<file path="config.mk">
export PLATFORM = sky130hd
export DESIGN_NAME = vm1_qbus_arb
export DESIGN_NICKNAME = d
export VERILOG_FILES = /design/src/rtl/vm1_qbus_arb.sv
export SDC_FILE = /design/constraint.sdc
export NUM_CORES = 1
export LEC_CHECK = 0
export CAP_MARGIN = 20
export CORE_UTILIZATION = 44
export CTS_BUF_LIST = sky130_fd_sc_hd__clkbuf_2 sky130_fd_sc_hd__clkbuf_4 sky130_fd_sc_hd__clkbuf_8
export CTS_CLUSTER_SIZE = 24
export DETAILED_ROUTE_END_ITERATION = 12
export DONT_BUFFER_PORTS = 1
export SYNTH_ARGS = -nofsm -noshare
export SYNTH_HDL_FRONTEND = slang
export SYNTH_SLANG_ARGS = --single-unit
</file>
<file path="constraint.sdc">
create_clock -name pin_clk -period 1.85 [get_ports pin_clk]
set_input_delay 0.4625 -clock pin_clk [delete_from_list [all_inputs] [get_ports pin_clk]]
set_output_delay 0.4625 -clock pin_clk [all_outputs]
set_load 0.02 [all_outputs]
</file>
<file path="src/rtl/vm1_qbus_arb.sv">
// vm1_qbus_arb - Qbus DMA bus arbiter for the vm1 core.
//
// Generalises the single DMR/DMGO/SACK chain to NCH radial channels. One
// requester is chosen by fixed priority (RR=0, channel 0 highest) or
// round-robin (RR=1). New CPU bus cycles are held off, a one-hot grant is
// issued once the current CPU cycle completes, SACK ownership is tracked,
// and a grant that is never acknowledged is aborted after TMO cycles.
//
// Ports:
//   pin_clk   in   processor clock, rising edge
//   pin_dclo  in   asynchronous active-high reset
//   cpu_sync  in   CPU bus cycle in progress
//   dmr       in   [NCH] per-channel DMA request (level)
//   sack      in   [NCH] per-channel selection acknowledge (level)
//   cpu_hold  out  CPU must not start a new bus cycle
//   dmg       out  [NCH] per-channel grant, one-hot or zero
//   bus_own   out  a DMA master holds the bus (SACK held)
//   own_id    out  index of the latched winner, valid while cpu_hold=1
//   tmo       out  one-cycle pulse when a grant times out
module vm1_qbus_arb #(
    parameter int NCH = 4,
    parameter int TMO = 64,
    parameter int RR  = 0
) (
    input  logic                   pin_clk,
    input  logic                   pin_dclo,
    input  logic                   cpu_sync,
    input  logic [NCH-1:0]         dmr,
    input  logic [NCH-1:0]         sack,
    output logic                   cpu_hold,
    output logic [NCH-1:0]         dmg,
    output logic                   bus_own,
    output logic [$clog2(NCH)-1:0] own_id,
    output logic                   tmo
);

    localparam int IDW = $clog2(NCH);
    localparam int CW  = $clog2(TMO) + 1;

    typedef enum logic [2:0] {
        S_IDLE  = 3'd0,
        S_WAIT  = 3'd1,
        S_GRANT = 3'd2,
        S_OWN   = 3'd3,
        S_GAP   = 3'd4
    } state_t;

    state_t          state_q;
    logic            cpu_hold_q;
    logic [NCH-1:0]  dmg_q;
    logic            bus_own_q;
    logic [IDW-1:0]  own_id_q;
    logic            tmo_q;
    logic [CW-1:0]   cnt_q;
    logic [IDW-1:0]  ptr_q;

    logic [IDW-1:0]  base_d;
    logic [IDW-1:0]  win_d;
    logic [IDW-1:0]  nxt_id_d;
    logic [NCH-1:0]  grant_d;

    // First requester at or above base, wrapping modulo NCH. The request
    // vector is rotated so the search always starts at bit 0.
    function automatic logic [IDW-1:0] pick(input logic [NCH-1:0] req,
                                            input logic [IDW-1:0] base);
        logic [2*NCH-1:0] dbl;
        logic [NCH-1:0]   rot;
        logic [IDW-1:0]   off;
        logic             found;
        logic [IDW:0]     sum;
        dbl   = {req, req} >> base;
        rot   = dbl[NCH-1:0];
        off   = '0;
        found = 1'b0;
        for (int i = 0; i < NCH; i++) begin
            if (!found && rot[i]) begin
                off   = IDW'(i);
                found = 1'b1;
            end else begin
                found = found;
            end
        end
        sum = {1'b0, base} + {1'b0, off};
        if (sum >= (IDW+1)'(NCH)) begin
            pick = IDW'(sum - (IDW+1)'(NCH));
        end else begin
            pick = sum[IDW-1:0];
        end
    endfunction

    // Winner selection, pointer successor and one-hot grant for the owner.
    always_comb begin
        base_d = (RR != 0) ? ptr_q : '0;
        win_d  = pick(dmr, base_d);
        if (own_id_q == IDW'(NCH - 1)) begin
            nxt_id_d = '0;
        end else begin
            nxt_id_d = own_id_q + IDW'(1);
        end
        grant_d = NCH'(1) << own_id_q;
    end

    // Arbitration FSM with registered outputs.
    always_ff @(posedge pin_clk or posedge pin_dclo) begin
        if (pin_dclo) begin
            state_q    <= S_IDLE;
            cpu_hold_q <= 1'b0;
            dmg_q      <= '0;
            bus_own_q  <= 1'b0;
            own_id_q   <= '0;
            tmo_q      <= 1'b0;
            cnt_q      <= '0;
            ptr_q      <= '0;
        end else begin
            tmo_q <= 1'b0;
            case (state_q)
                S_IDLE: begin
                    if (|dmr) begin
                        own_id_q   <= win_d;
                        cpu_hold_q <= 1'b1;
                        state_q    <= S_WAIT;
                    end
                end
                S_WAIT: begin
                    // A CPU cycle already under way finishes before the grant.
                    if (!dmr[own_id_q]) begin
                        cpu_hold_q <= 1'b0;
                        state_q    <= S_IDLE;
                    end else if (!cpu_sync) begin
                        dmg_q   <= grant_d;
                        cnt_q   <= '0;
                        state_q <= S_GRANT;
                    end
                end
                S_GRANT: begin
                    if (cnt_q != {CW{1'b1}}) begin
                        cnt_q <= cnt_q + CW'(1);
                    end
                    // sack beats withdrawal beats timeout.
                    if (sack[own_id_q]) begin
                        dmg_q     <= '0;
                        bus_own_q <= 1'b1;
                        state_q   <= S_OWN;
                    end else if (!dmr[own_id_q]) begin
                        dmg_q   <= '0;
                        ptr_q   <= nxt_id_d;
                        state_q <= S_GAP;
                    end else if (cnt_q == CW'(TMO - 1)) begin
                        dmg_q   <= '0;
                        tmo_q   <= 1'b1;
                        ptr_q   <= nxt_id_d;
                        state_q <= S_GAP;
                    end
                end
                S_OWN: begin
                    if (!sack[own_id_q]) begin
                        bus_own_q <= 1'b0;
                        ptr_q     <= nxt_id_d;
                        state_q   <= S_GAP;
                    end
                end
                S_GAP: begin
                    cpu_hold_q <= 1'b0;
                    state_q    <= S_IDLE;
                end
                default: begin
                    state_q    <= S_IDLE;
                    cpu_hold_q <= 1'b0;
                    dmg_q      <= '0;
                    bus_own_q  <= 1'b0;
                end
            endcase
        end
    end

    assign cpu_hold = cpu_hold_q;
    assign dmg      = dmg_q;
    assign bus_own  = bus_own_q;
    assign own_id   = own_id_q;
    assign tmo      = tmo_q;

endmodule

</file>
Fig. 1: run 1, placed cells, one colour a class
Scale bar: 20 um. Fill, decap, tap and diode cells in grey.
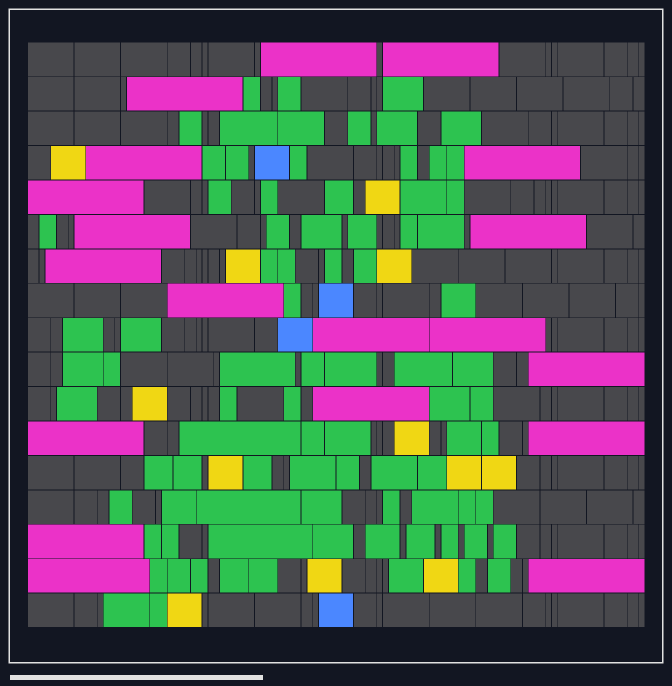
Key: magenta = sequential cells [cells 19, share of their area 40%]; yellow = remaining buffers and delay cells [cells 12, share of their area 7.6%]; blue = clock drivers and dummy loads [cells 4, share of their area 2.5%]; green = remaining logic cells [cells 85, share of their area 50%]
Seq/total area: 0.390
Final Instance Area: 0.00122 mm^2
core area: 0.00225 mm^2
Final Util: 0.542
row count: 17

Fig. 2: run 1, M2 wires
Scale bar: 20 um.
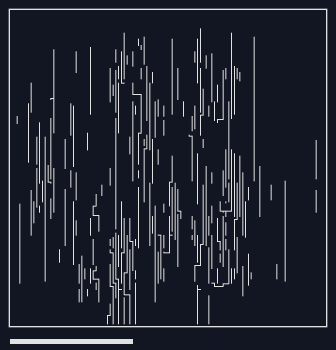
The wires run mostly vertical. The layer carries 1010 um of wire. The layer holds 46% of the routed length. The longest straight run is 23.5 um.
routed via count: 857
detailed-route wire length: 2210 um
met2 Track Usage GR: 0.320

==> Changelog: implementation, run 1 <==
## Flow update

- Outcome: finished, final reports clean
- TritonCTS Sinks: 19
- Number of detailed-routing iterations run before antenna repair: 4
- Area fraction in compound gates: 0.187
- Top Layout Cells: dfrtp_1 (18), nor2_1 (13), buf_4 (12)
- Crit. Startpoint: own_id[0]
- Sw frac: 0.417
- Die Ht: 51.5 um
- Cells along the critical path: mux4_2 -> and2_4 -> o311a_1 -> o32a_1
- Starting density of the core: 0.478
- Int Pwr: 1.19 mW
- Yosys chip area: 0.00108 mm^2
- Synth logic family: simple AND/OR/NAND/NOR gates
- Final Cycle Share: 0.943
- LEAKAGE: 0.541 nW
- Antenna violations before repair: 0
- Critical Path End: state_q[1]
- Htree depth: 1
- Number of global-route vias before repair: 872
- Ant. Diodes: 0
- Worst path required time: 2.04 ns
- HP Class: primary input to asynchronous set/reset pin
- Clock share of power: 0.111
- Final setup violation count: 0
- RSZ-0062 raised after global routing: no
- CTS tree: built
- Switching power: 0.849 mW
- CTS Buf Count: 3
- Max Used Layer: met4
- Simple-Gate Area Share: 0.233
- Met1 wire length: 1100 um
- OpenROAD warnings: 26
- Slew margin rel.: 0.748
Fig. 3: run 1, placed standard cells
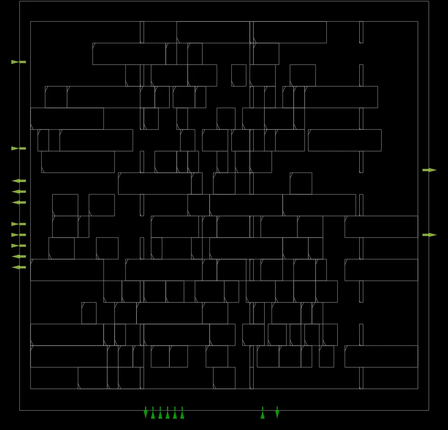
Tap Cells: 28
Post-Layout Cell Count: 148

## run 1: metrics by stage
stage	instances	worst slack (ns)	total power, mW	instance area, um^2	utilization
after floorplan	107	0.0483	1.51	1080	-
after global placement	144	0.0985	1.80	1190	0.528
after detailed placement	144	0.0816	1.81	1190	0.528
after CTS	148	0.112	2.05	1220	0.542
after global routing	148	0.0376	2.20	1220	0.542
final	148	0.105	2.04	1220	0.542
## run 1: sequential cells by signal (all words and copies together) (netlist names)
signal,flops
cpu_hold,1
state_q,3
own_id,2
bus_own,1
cnt_q,7
dmg,4
tmo,1
## run 1: layout make-up
cell class / count / area share
clock buffers: 4 / 0.0246
inverters: 6 / 0.0184
multi-input cells: 79 / 0.464
flip-flops and latches: 19 / 0.390
well taps: 28 / 0.0287
repair buffers: 12 / 0.0738
--- run 2 (diff from run 1) ---
SLEW_MARGIN = 10   (was default)
Fig. 4: run 2, placed standard cells
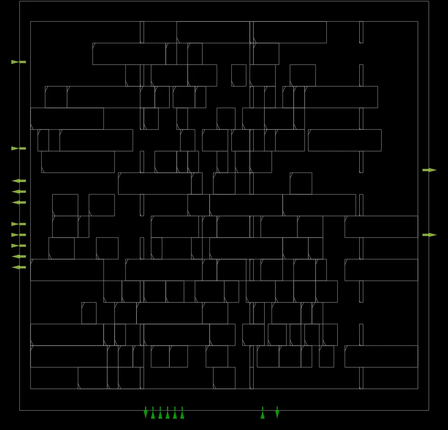
Layout fillers: 216
registers: 19

==> Changelog: implementation, run 2 <==
## Flow update

- Antenna violations before repair: 0 (unchanged)
- Detailed-route wire length: 2210 um (unchanged)
- TritonCTS Sinks: 19 (unchanged)
- Final setup violation count: 0 (unchanged)
- Number of global-route vias before repair: 872 (unchanged)
- CTS tree: built
- OpenROAD warnings: 26 (unchanged)
- Die Ht: 51.5 um (unchanged)
- LEAKAGE: 0.541 nW (unchanged)
- HP Class: primary input to asynchronous set/reset pin
- Routed via count: 857 (unchanged)
- Seq/total area: 0.390 (unchanged)
- Clock network area share: 0.0246 (unchanged)
- CLK BUF: 4 (unchanged)
- Top Layout Cells: dfrtp_1 (18), nor2_1 (13), buf_4 (12)
- Number of non-clock buffers: 12 (unchanged)
- Final Cycle Share: 0.943 (unchanged)
- Outcome: finished, final reports clean
- Simple-Gate Area Share: 0.233 (unchanged)
- Share of cells above drive strength 1: 0.233
- Core area: 0.00225 mm^2 (unchanged)
- Htree depth: 1 (unchanged)
- Met1 wire length: 1100 um (unchanged)
- Largest class: combinational gates
- Inverters: 6 (unchanged)
- Data buffer area share: 0.0738 (unchanged)
- Critical Path Slowest Stage Cell: mux4_2
- Top reg by flops: cnt_q
- Met2 Track Usage GR: 0.320 (unchanged)
- Slew margin rel.: 0.748 (unchanged)
- Starting density of the core: 0.478 (unchanged)
- Post-Layout Cell Count: 148 (unchanged)
- Cells along the critical path: mux4_2 -> and2_4 -> o311a_1 -> o32a_1
- RSZ-0062 raised after global routing: no
- Final Util: 0.542 (unchanged)
- Dpl ws: 0.0816 ns (unchanged)
- Inst Count DP: 144 (unchanged)
- Number of detailed-routing iterations run before antenna repair: 4 (unchanged)
- Clock Skew: 0.0102 ns
- #MultiIn Comb: 79 (unchanged)
- Tap Cells: 28 (unchanged)
- Ant. Diodes: 0 (unchanged)
- Combinational share of cell area: 0.464 (unchanged)
- Final Instance Area: 0.00122 mm^2 (unchanged)
- Synth logic family: simple AND/OR/NAND/NOR gates
- Area fraction in compound gates: 0.187 (unchanged)
- Max FFs per register: 7 (unchanged)
-- run 2: cell counts after synthesis --
Identical to the previous run, type by type.
-- run 2: path summary, 6_finish.rpt --
kind / cells past startpoint / to / from
min reg2reg: 2 / cnt_q[6] / cnt_q[6]
max reg2reg: 4 / state_q[1] / own_id[0]
min: 2 / dmg[3] / pin_dclo
max in group asynchronous: 2 / own_id[0] / pin_dclo
min in group pin_clk: 3 / own_id[1] / dmr[1]
max: 4 / state_q[1] / own_id[0]
-- run 2: report_power, final --
group	total [mW]	switching (mW)	internal, mW
registers	0.822	0.239	0.584
clock network	0.226	0.127	0.0984
logic	0.989	0.483	0.506
total	2.04	0.849	1.19
-- run 2: worst register-to-register path: stages (launching register included) --
cell and delay, ns:
dfrtp_2 0.41, mux4_2 0.56, and2_4 0.19, o311a_1 0.32, o32a_1 0.16
Fig. 5: run 2, power grid
Pins as bars on the die edge. Tap cells in grey.
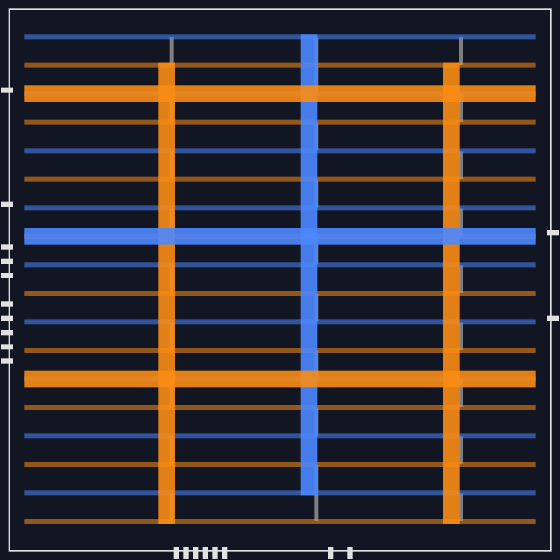

--- run 3 (diff from run 2) ---
ABC_AREA = 1   (was default)
RECOVER_POWER = 25   (was default)
Fig. 6: run 3, power grid
Pins as bars on the die edge. Tap cells in grey.
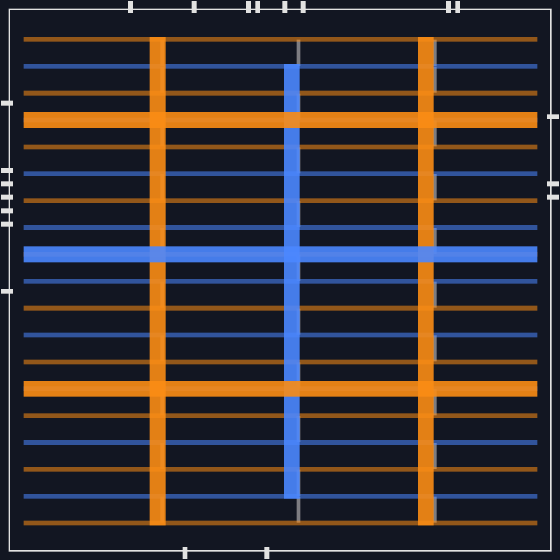
Key: blue = VDD; orange = VSS
19 met1 rails follow the rows. 20 signal pins sit on the boundary. 3 straps on met5.

==> Changelog: implementation, run 3 <==
## Flow update

- Outcome: finished, final reports clean
- Comb power frac: 0.487 (about the same)
- Int Pwr: 0.952 mW (-20%)
- Number of global-route vias before repair: 885 (+1.5%)
- Share of cells above drive strength 1: 0.167 (-0.0667)
- Comb group: 0.945 mW (-4.4%)
- Synth logic family: simple AND/OR/NAND/NOR gates
- TritonCTS Sinks: 19 (unchanged)
- Adder Share, Synth: 0.0103
- OpenROAD warnings: 26 (unchanged)
- Critical Path End: own_id[0]
- FF-to-FF End: state_q[0]
- Simple-Gate Area Share: 0.469 (+0.236)
- Top reg by flops: cnt_q
- Slew margin rel.: 0.334 (-0.414)
- Inst Count DP: 194 (+35%)
- Clk pwr: 0.220 mW (-3%)
- Final setup violation count: 0 (unchanged)
- Crit. Startpoint: own_id[0]
- RSZ-0062 raised after global routing: no
- Sw frac: 0.510 (+0.0934)
- Biggest consumer: combinational logic
- Die Ht: 54.7 um (+6.1%)
- Flop pwr share: 0.400 (-0.004)
- Maxcap violations: 0
- LEAKAGE: 0.675 nW (+25%)
- Cells along the critical path: buf_4
- Starting density of the core: 0.479 (+0.000994)
- Area fraction in compound gates: 0.0462 (-0.141)
- Critical Path Slowest Stage Cell: dfrtp_1
- Ant. Diodes: 0 (unchanged)
- Met2 Track Usage GR: 0.263 (-0.0573)
- Clock share of power: 0.113 (+0.002)
- Top Layout Cells: nand2_1 (62), dfrtp_1 (19), nor2_1 (14)
- R2R cell count: 7 (+3)
- Clock Skew: 0.0126 ns (+0.00232 ns)
- Detailed-route wire length: 2290 um (+3.6%)
- Number of detailed-routing iterations run before antenna repair: 4 (unchanged)
- Levels on crit path: 1 (-3)
- Htree depth: 1 (unchanged)
- Antenna violations before repair: 0 (unchanged)
- Final Cycle Share: 0.880 (-0.0631)
- Core area: 0.00254 mm^2 (+13%)
- CTS tree: built
- Max FFs per register: 7 (unchanged)
- FF-to-FF Start: own_id[1]
- Seq pwr: 0.777 mW (-5.5%)
[run 3: cell types whose count changed after synthesis, sizes merged, moves of 3 or more]
cell     before  now
nor2         13   17
nor3          2    5
nand3         6   16
o2bb2ai       3    0
mux4          3    0
nand2b        5    0
nand4         1    6
inv           6   14
nand2         8   69
a21oi         5    1
[run 3: area by class of cell]
cell class | count | area, um^2
fill | 247 | 1270
multi-input combinational | 129 | 659
sequential | 19 | 475
inverter | 14 | 60.1
tap | 30 | 37.5
clock buffer | 4 | 30.0
timing repair buffer | 2 | 11.3
[run 3: layer usage]
layer | up-vias | share of wire
met3 | 2 | 0.028
met5 | - | 0
met1 | 457 | 0.50
met4 | 0 | 0.0044
li1 | 538 | -
met2 | 10 | 0.46
Power and IR drop assume default switching activity.
